**Run 1: track usage over the die**

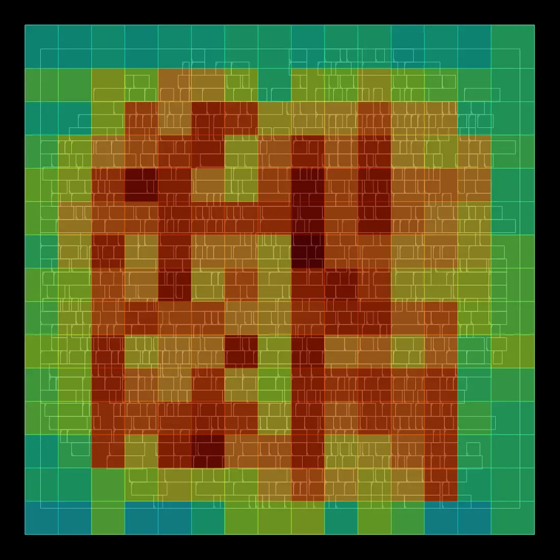
**Run 1: selected gate families**

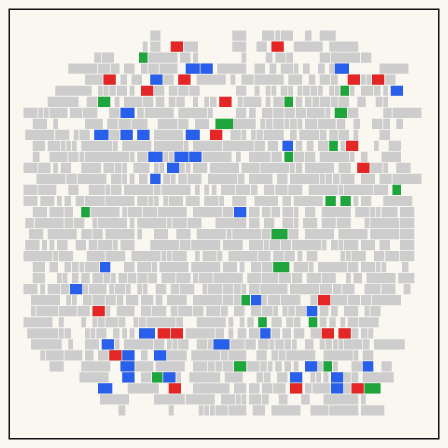
**Run 1: the metal 2 layer**

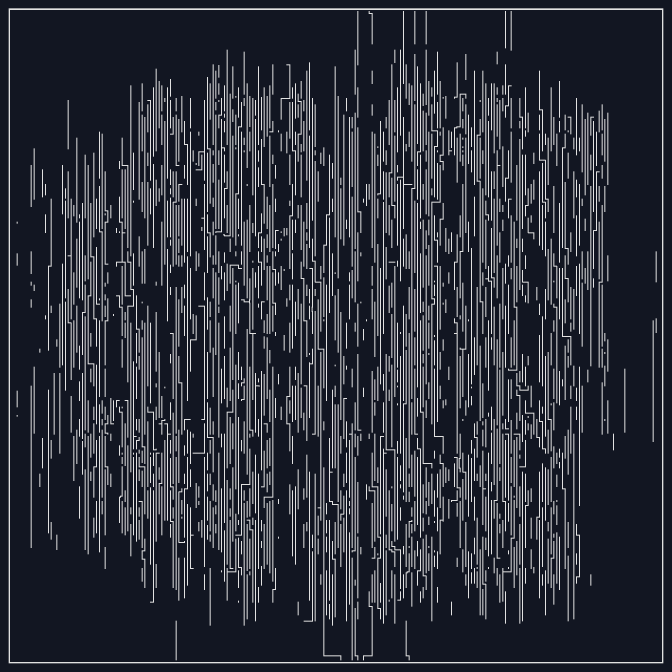
**Run 1: local utilization**

The die is cut into 11 by 11 equal tiles; white is low, dark blue is high, 0 to 100% covered.
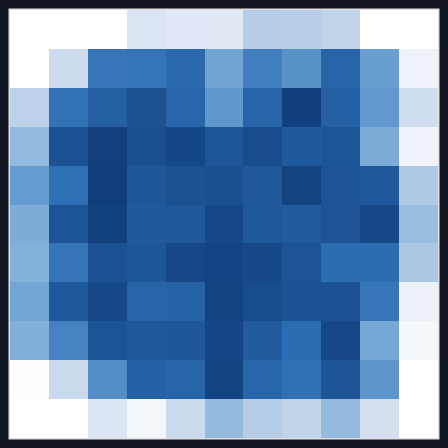
`config.mk`:
```
export PLATFORM = sky130hd
export DESIGN_NAME = pulse_gen_multi
export DESIGN_NICKNAME = d
export VERILOG_FILES = /design/src/rtl/pulse_gen_multi.sv
export SDC_FILE = /design/constraint.sdc
export NUM_CORES = 1
export LEC_CHECK = 0
export CORE_MARGIN = 3
export CORE_UTILIZATION = 54
export DETAILED_ROUTE_END_ITERATION = 10
export PLACE_DENSITY = 0.89
export SLEW_MARGIN = 20
export SYNTH_ARGS = -nofsm -noshare
export SYNTH_HDL_FRONTEND = slang
export SYNTH_SLANG_ARGS = --single-unit
```
`constraint.sdc`:
```
create_clock -name clk -period 2 [get_ports clk]
set_input_delay 0.4 -clock clk [delete_from_list [all_inputs] [get_ports clk]]
set_output_delay 0.4 -clock clk [all_outputs]
set_load 0.01 [all_outputs]
```
`src/rtl/pulse_gen_multi.sv`:
```
`default_nettype none
// pulse_gen_multi: N_CH independent edge-triggered pulse generators with run-time
// width, holdoff, trigger mode and a sticky lost-trigger flag.   Rev 1.0
module pulse_gen_multi #(
  parameter int N_CH  = 4,
  parameter int CNT_W = 8
) (
  input  logic             clk,
  input  logic             i_reset,
  input  logic [N_CH-1:0]  i_x,
  input  logic [CNT_W-1:0] i_width,
  input  logic [CNT_W-1:0] i_holdoff,
  input  logic [1:0]       i_mode,
  input  logic [N_CH-1:0]  i_miss_clr,
  output logic [N_CH-1:0]  o_x,
  output logic [N_CH-1:0]  o_busy,
  output logic [N_CH-1:0]  o_miss
);

  typedef enum logic [1:0] {
    IDLE  = 2'd0,
    PULSE = 2'd1,
    HOLD  = 2'd2
  } state_t;

  localparam logic [1:0]       MODE_RETRIG = 2'd1;
  localparam logic [1:0]       MODE_GATED  = 2'd2;
  localparam logic [CNT_W-1:0] CNT_ONE     = CNT_W'(1);

  for (genvar g = 0; g < N_CH; g++) begin : g_ch
    state_t           state, state_nxt;
    logic [CNT_W-1:0] cnt, cnt_nxt;
    logic [CNT_W-1:0] hold, hold_nxt;
    logic [1:0]       mode, mode_nxt;
    logic             prev_x;
    logic             miss, miss_nxt, miss_set;
    logic             trig, retrig, gated, pulse_done;

    assign trig   = i_x[g] & ~prev_x;
    assign retrig = (mode == MODE_RETRIG);
    assign gated  = (mode == MODE_GATED);

    always_ff @(posedge clk) begin
      if (i_reset) begin
        state  <= IDLE;
        cnt    <= '0;
        hold   <= '0;
        mode   <= '0;
        prev_x <= 1'b0;
        miss   <= 1'b0;
      end else begin
        state  <= state_nxt;
        cnt    <= cnt_nxt;
        hold   <= hold_nxt;
        mode   <= mode_nxt;
        prev_x <= i_x[g];
        miss   <= miss_nxt;
      end
    end

    always_comb begin
      state_nxt  = state;
      cnt_nxt    = cnt;
      hold_nxt   = hold;
      mode_nxt   = mode;
      miss_set   = 1'b0;
      pulse_done = 1'b0;
      case (state)
        IDLE: begin
          // A zero-width trigger is a configuration no-op, not a lost trigger.
          if (trig && (i_width != '0)) begin
            state_nxt = PULSE;
            cnt_nxt   = i_width;
            hold_nxt  = i_holdoff;
            mode_nxt  = i_mode;
          end
        end
        PULSE: begin
          cnt_nxt = cnt - CNT_ONE;
          if (trig && retrig) begin
            if (i_width != '0) begin
              cnt_nxt  = i_width;
              hold_nxt = i_holdoff;
            end else begin
              pulse_done = (cnt == CNT_ONE);
            end
          end else begin
            miss_set   = trig;
            pulse_done = (cnt == CNT_ONE) || (gated && !i_x[g]);
          end
          if (pulse_done) begin
            if (hold != '0) begin
              state_nxt = HOLD;
              cnt_nxt   = hold;
            end else begin
              state_nxt = IDLE;
              cnt_nxt   = '0;
            end
          end
        end
        HOLD: begin
          cnt_nxt  = cnt - CNT_ONE;
          miss_set = trig;
          if (cnt == CNT_ONE) begin
            state_nxt = IDLE;
          end
        end
        default: begin
          state_nxt = IDLE;
          cnt_nxt   = '0;
        end
      endcase
      // Set has priority over a coincident clear.
      miss_nxt = miss_set | (miss & ~i_miss_clr[g]);
    end

    assign o_x[g]    = (state == PULSE);
    assign o_busy[g] = (state != IDLE);
    assign o_miss[g] = miss;
  end

endmodule
`default_nettype wire

```
==> results.json, run 1 <==
{
  "outcome": "finished, violations left",
  "violations": "negative setup slack",
  "drv_cap": 0,
  "comb_area_um2": 3460,
  "drc": 0,
  "rrSetupSlack_ns": -0.03,
  "cp_max_fo": 5,
  "clkbuf_count": 10,
  "wl_um": 17700,
  "crit_path_start_kind": "input pin",
  "clk_pin_slew_ns": 0.09,
  "numCtsBuffers": 9,
  "setup_ws_ns": -0.0404,
  "clk_latency_ns": 0.39,
  "final-clk-cell-share_pct": 3.10,
  "die_w_um": 106,
  "synth_top_flop_cell": "dfxtp_1",
  "setup_violations": 2,
  "required_ns": 2.27,
  "num_rows": 35,
  "area_growth_pct": 27.2,
  "clk_path_buf_depth": 2,
  "top_area_share_pct": 32.9,
  "min_path_type": "input pin to flop",
  "path_cells": "clkdlybuf4s50_1 > buf_4 > or3b_2 > o31a_1 > mux2_2 > a222oi_1 > o21ai_0",
  "crit_slowest_cell": "or3b_2",
  "leakage_uw": 0.00300,
  "grt_max_degree": 24,
  "final.setup_skew_ns": 0.0130,
  "cts-root-buf": "clkbuf_8",
  "antenna_found_initial": 0,
  "grt_overflow": 0,
  "hpwl_um": 12600,
  "place_congestion": 0.974,
  "syn-num-nets": 701,
  "synth_cell_types": 67,
  "use_met2_pct": 53.6,
  "enable_flop_cells": 0,
  "drtIter0Drc": 439,
  "boundaryPins": 40,
  "final_antenna_net_count": 0,
  "dominant_cells": "combinational gates",
  "grt_pass1_vias": 5675,
  "rsz0062_at_grt": "yes",
  "yosys.area.top_type": "dfxtp_1",
  "power_density_nw_per_um2": 1460,
  "vias": 5741,
  "endpoint_kind": "flop",
  "r2r_start": "g_ch[2].cnt[2]",
  "yosys_area_um2": 5360,
  "worst-path-stages": 7,
  "min_period_ns": 2.04,
  "tightest_slew_ns": 0.672,
  "netlist_instances": 649,
  "ys_seq_share_pct": 32.9,
  "die_y_um": 106,
  "nets": 812,
  "route.met3.wl_um": 1660,
  "dp_slack_ns": -0.711,
  "flop_area_um2": 1780,
  "area_leaders": "dfxtp_1 (33%), mux2i_1 (9.9%), nor2_1 (5.8%)",
  "max_freq_mhz": 490
}
Back to the opening pictures, 'track usage over the die':
met1 GRT Util: 37.9%
Layout Utilization: 72.1%
GR peak layer: met2
Tot GR Track Use: 31.4%

Back to the opening pictures, 'selected gate families':
colour	family	cells
blue	non-inverting ao/oa cells	36
red	xor and xnor cells	21
green	and/or cells	21

Back to the opening pictures, 'the metal 2 layer':
nets with wire on the layer	728
longest straight run	34.0 um

Back to the opening pictures, 'local utilization':
fullest tile	95%
nearly empty tiles	9.1%
densest ninth of the die	centre
mean over tiles	60%
tiles over 75% full	50%

==> run 1: sequential cells by signal, indices dropped and copies added (netlist names) <==
register,flops
g_ch.mode,8
g_ch.prev_x,4
g_ch.miss,4
g_ch.hold,32
g_ch.state,8
g_ch.cnt,32
==> run 1: through the flow <==
step	instances	hold WS (ns)	utilization (%)	cell area, um^2	TNS [ns]
2_1_floorplan	649	0.450	-	5370	-0.114
3_3_place_gp	868	0.466	67.6	6390	-32.95
3_5_place_dp	868	0.473	67.6	6390	-36.24
4_1_cts	892	0.475	71.1	6720	-0.0172
5_1_grt	894	0.433	72.1	6820	-0.242
6_report	894	0.441	72.1	6820	-0.0611
==> run 1: cells in the final DEF, fill, tap and decap left out, types with 5 or more instances in the layout <==
cell             count
a211o_1              7
a211oi_1             6
a21o_1               5
a21oi_1             24
a221o_1              6
a22o_1               8
a22oi_1              9
a31oi_1              7
a32oi_1              7
and3_1               7
buf_4               89
buf_6                6
clkbuf_8            10
clkdlybuf4s50_1     21
dfxtp_1             77
dfxtp_2             10
dlygate4sd2_1        8
ha_1                19
inv_1               38
mux2i_1             53
nand2_1             50
nand2b_1             7
nand3_1             16
nor2_1              81
nor2b_1              8
nor3_1              12
nor4_1              11
o211ai_1             6
o21ai_0             35
xnor2_1              9
xor2_1              12
==> run 1: timing repair <==
| action | in CTS | in global routing |
|---|---|---|
| buffers inserted | 8 | 2 |
| endpoints found under the hold margin | 0 | 0 |
| endpoints found under the setup margin | 71 | 37 |
| pin swaps | 8 | 15 |
| resized | 50 | 41 |
| hold buffers | 0 | 0 |
==> run 1: where the power goes <==
group / internal [uW] / total [uW] / switching (uW)
registers: 2240 / 2800 / 559
logic: 2660 / 5800 / 3140
clock network: 627 / 1360 / 729
total: 5530 / 9950 / 4420
**Run 1: routed metal, one colour a layer**

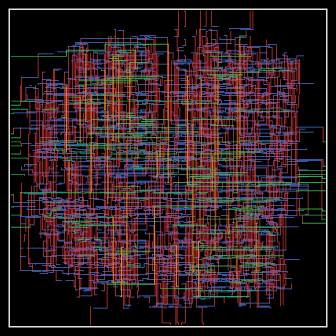

## Run 2: what changed since run 1
--- a/config.mk
+++ b/config.mk
@@ -8,6 +8,7 @@
 export CORE_MARGIN = 3
 export CORE_UTILIZATION = 54
 export DETAILED_ROUTE_END_ITERATION = 10
+export GPL_TIMING_DRIVEN = 0
 export PLACE_DENSITY = 0.89
 export SLEW_MARGIN = 20
 export SYNTH_ARGS = -nofsm -noshare
**Run 2: routed metal, one colour a layer**

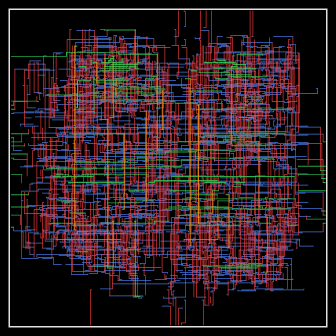
colour	layer	wire length
red	M2	8010 um
orange	M4	554 um
blue	M1	6430 um
green	M3	1480 um

==> run 2 against run 1 <==
Against the previous run: the flow still finishes with violations (negative setup slack); synthesized area is the same; clock-buffer cell count fell by 1; clock power about the same; register-to-register slack about the same; worst hold slack worse by 0.12 ns; maximum frequency increased by 1.2%; die size unchanged; clock skew fell by 0.0047 ns; final cell count decreased by 4.7%; total power decreased by 1.7%; critical path type is now flop to flop; critical endpoint unchanged.
==> results.json, run 2 <==
{
  "hold_buffers": 0,
  "wl_um": 16500,
  "leakage_uw": 0.00283,
  "clk_latency_ns": 0.36,
  "nets": 770,
  "clk_path_buf_depth": 2,
  "setup_ws_ns": -0.0154,
  "post-route-util_pct": 69.9,
  "netlist_instances": 649,
  "boundaryPins": 40,
  "crit_path_start_kind": "flop",
  "hpwl_um": 11100,
  "final_antenna_net_count": 0,
  "top_area_share_pct": 32.9,
  "area_leaders": "dfxtp_1 (33%), mux2i_1 (9.9%), nor2_1 (5.8%)",
  "yosys.area.top_type": "dfxtp_1",
  "yosys_area_um2": 5360,
  "cp_max_fo": 4,
  "min_period_ns": 2.02,
  "drc": 0,
  "place_congestion": 0.934,
  "final_common_cell": "nor2_1",
  "outcome": "finished, violations left",
  "rrSetupSlack_ns": -0.02,
  "num_rows": 35,
  "placed_cell_area_um2": 5920,
  "ys_seq_share_pct": 32.9,
  "final.setup_skew_ns": 0.00831,
  "enable_flop_cells": 0,
  "clk_pin_slew_ns": 0.10,
  "synth_top_flop_cell": "dfxtp_1",
  "grt_max_degree": 16,
  "die_w_um": 106,
  "numCtsBuffers": 9,
  "endpoint_kind": "flop",
  "r2r_start": "g_ch[2].cnt[3]",
  "drv_cap": 0,
  "power_density_nw_per_um2": 1480,
  "rsz0062_at_grt": "yes",
  "vias": 5469,
  "cts_resized": 105,
  "min_path_type": "input pin to flop",
  "setup_violations": 1,
  "syn-num-nets": 701,
  "required_ns": 2.26,
  "area_growth_pct": 23.5,
  "track_usage_pct": 28.8,
  "violations": "negative setup slack",
  "grt_overflow": 0,
  "fin_area_um2": 6620,
  "synth_cell_types": 67
}
**Run 2: local utilization**

The die is cut into 11 by 11 equal tiles; white is low, dark blue is high, 0 to 100% covered.
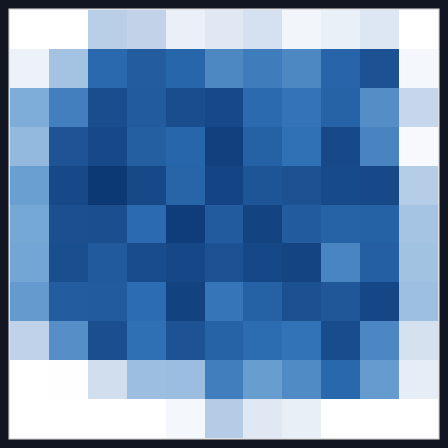
nearly empty tiles	9.9%
tiles over 75% full	48%
densest ninth of the die	centre
fullest tile	97%
emptiest ninth of the die	lower left

==> run 2: cell counts after synthesis <==
Identical to the previous run, type by type.
==> run 2: layer usage <==
layer	up-vias	track usage [%]	routed length, um
met4	0	9.53	553
met1	2618	36.5	6430
li1	2484	-	-
met3	62	5.76	1480
met5	-	0	0
met2	305	49.0	8010
==> run 2: area by class of cell <==
type                    instances  area [um^2]  share of cell area (%)
repair buffers                 65          597                    9.02
clock buffers                   9          124                    1.87
multi-input cells             492         3580                    54.0
plain buffers                  24          135                    2.04
well taps                     129          161                    2.44
clock inverters                 7         95.1                    1.44
inverters                      38          143                    2.16
flip-flops and latches         88         1790                    27.0
==> run 2: how the worst min path moves through the flow <==
stage	slack, ns	end	depth (start not counted)
floorplan	0.45	g_ch[0].miss	2
global placement	0.47	g_ch[2].miss	2
detailed placement	0.48	g_ch[2].miss	2
CTS	0.39	g_ch[2].cnt[6]	3
global route	0.33	g_ch[2].cnt[6]	3
finish	0.32	g_ch[2].cnt[6]	3
==> run 2: critical path: stages (launching register included) <==
cell and delay (ns):
dfxtp_4 0.35, or4_4 0.51, o31a_1 0.33, mux2_2 0.30, a222oi_1 0.33, o21ai_1 0.09
==> run 2: per-stage QoR <==
| stage | hold WS (ns) | TNS [ns] | cells |
|---|---|---|---|
| floorplan | 0.450 | -0.114 | 649 |
| global placement | 0.474 | -68.71 | 817 |
| detailed placement | 0.480 | -74.14 | 817 |
| CTS | 0.394 | -0.171 | 839 |
| global route | 0.330 | -0.479 | 852 |
| finish | 0.320 | -0.0154 | 852 |
==> run 2: power breakdown <==
part | internal, uW | switching [uW]
sequential | 2250 | 592
combinational | 2530 | 3020
clock | 706 | 678
total | 5490 | 4290
Power figures rest on the tool's default switching activity, not on a simulated workload.
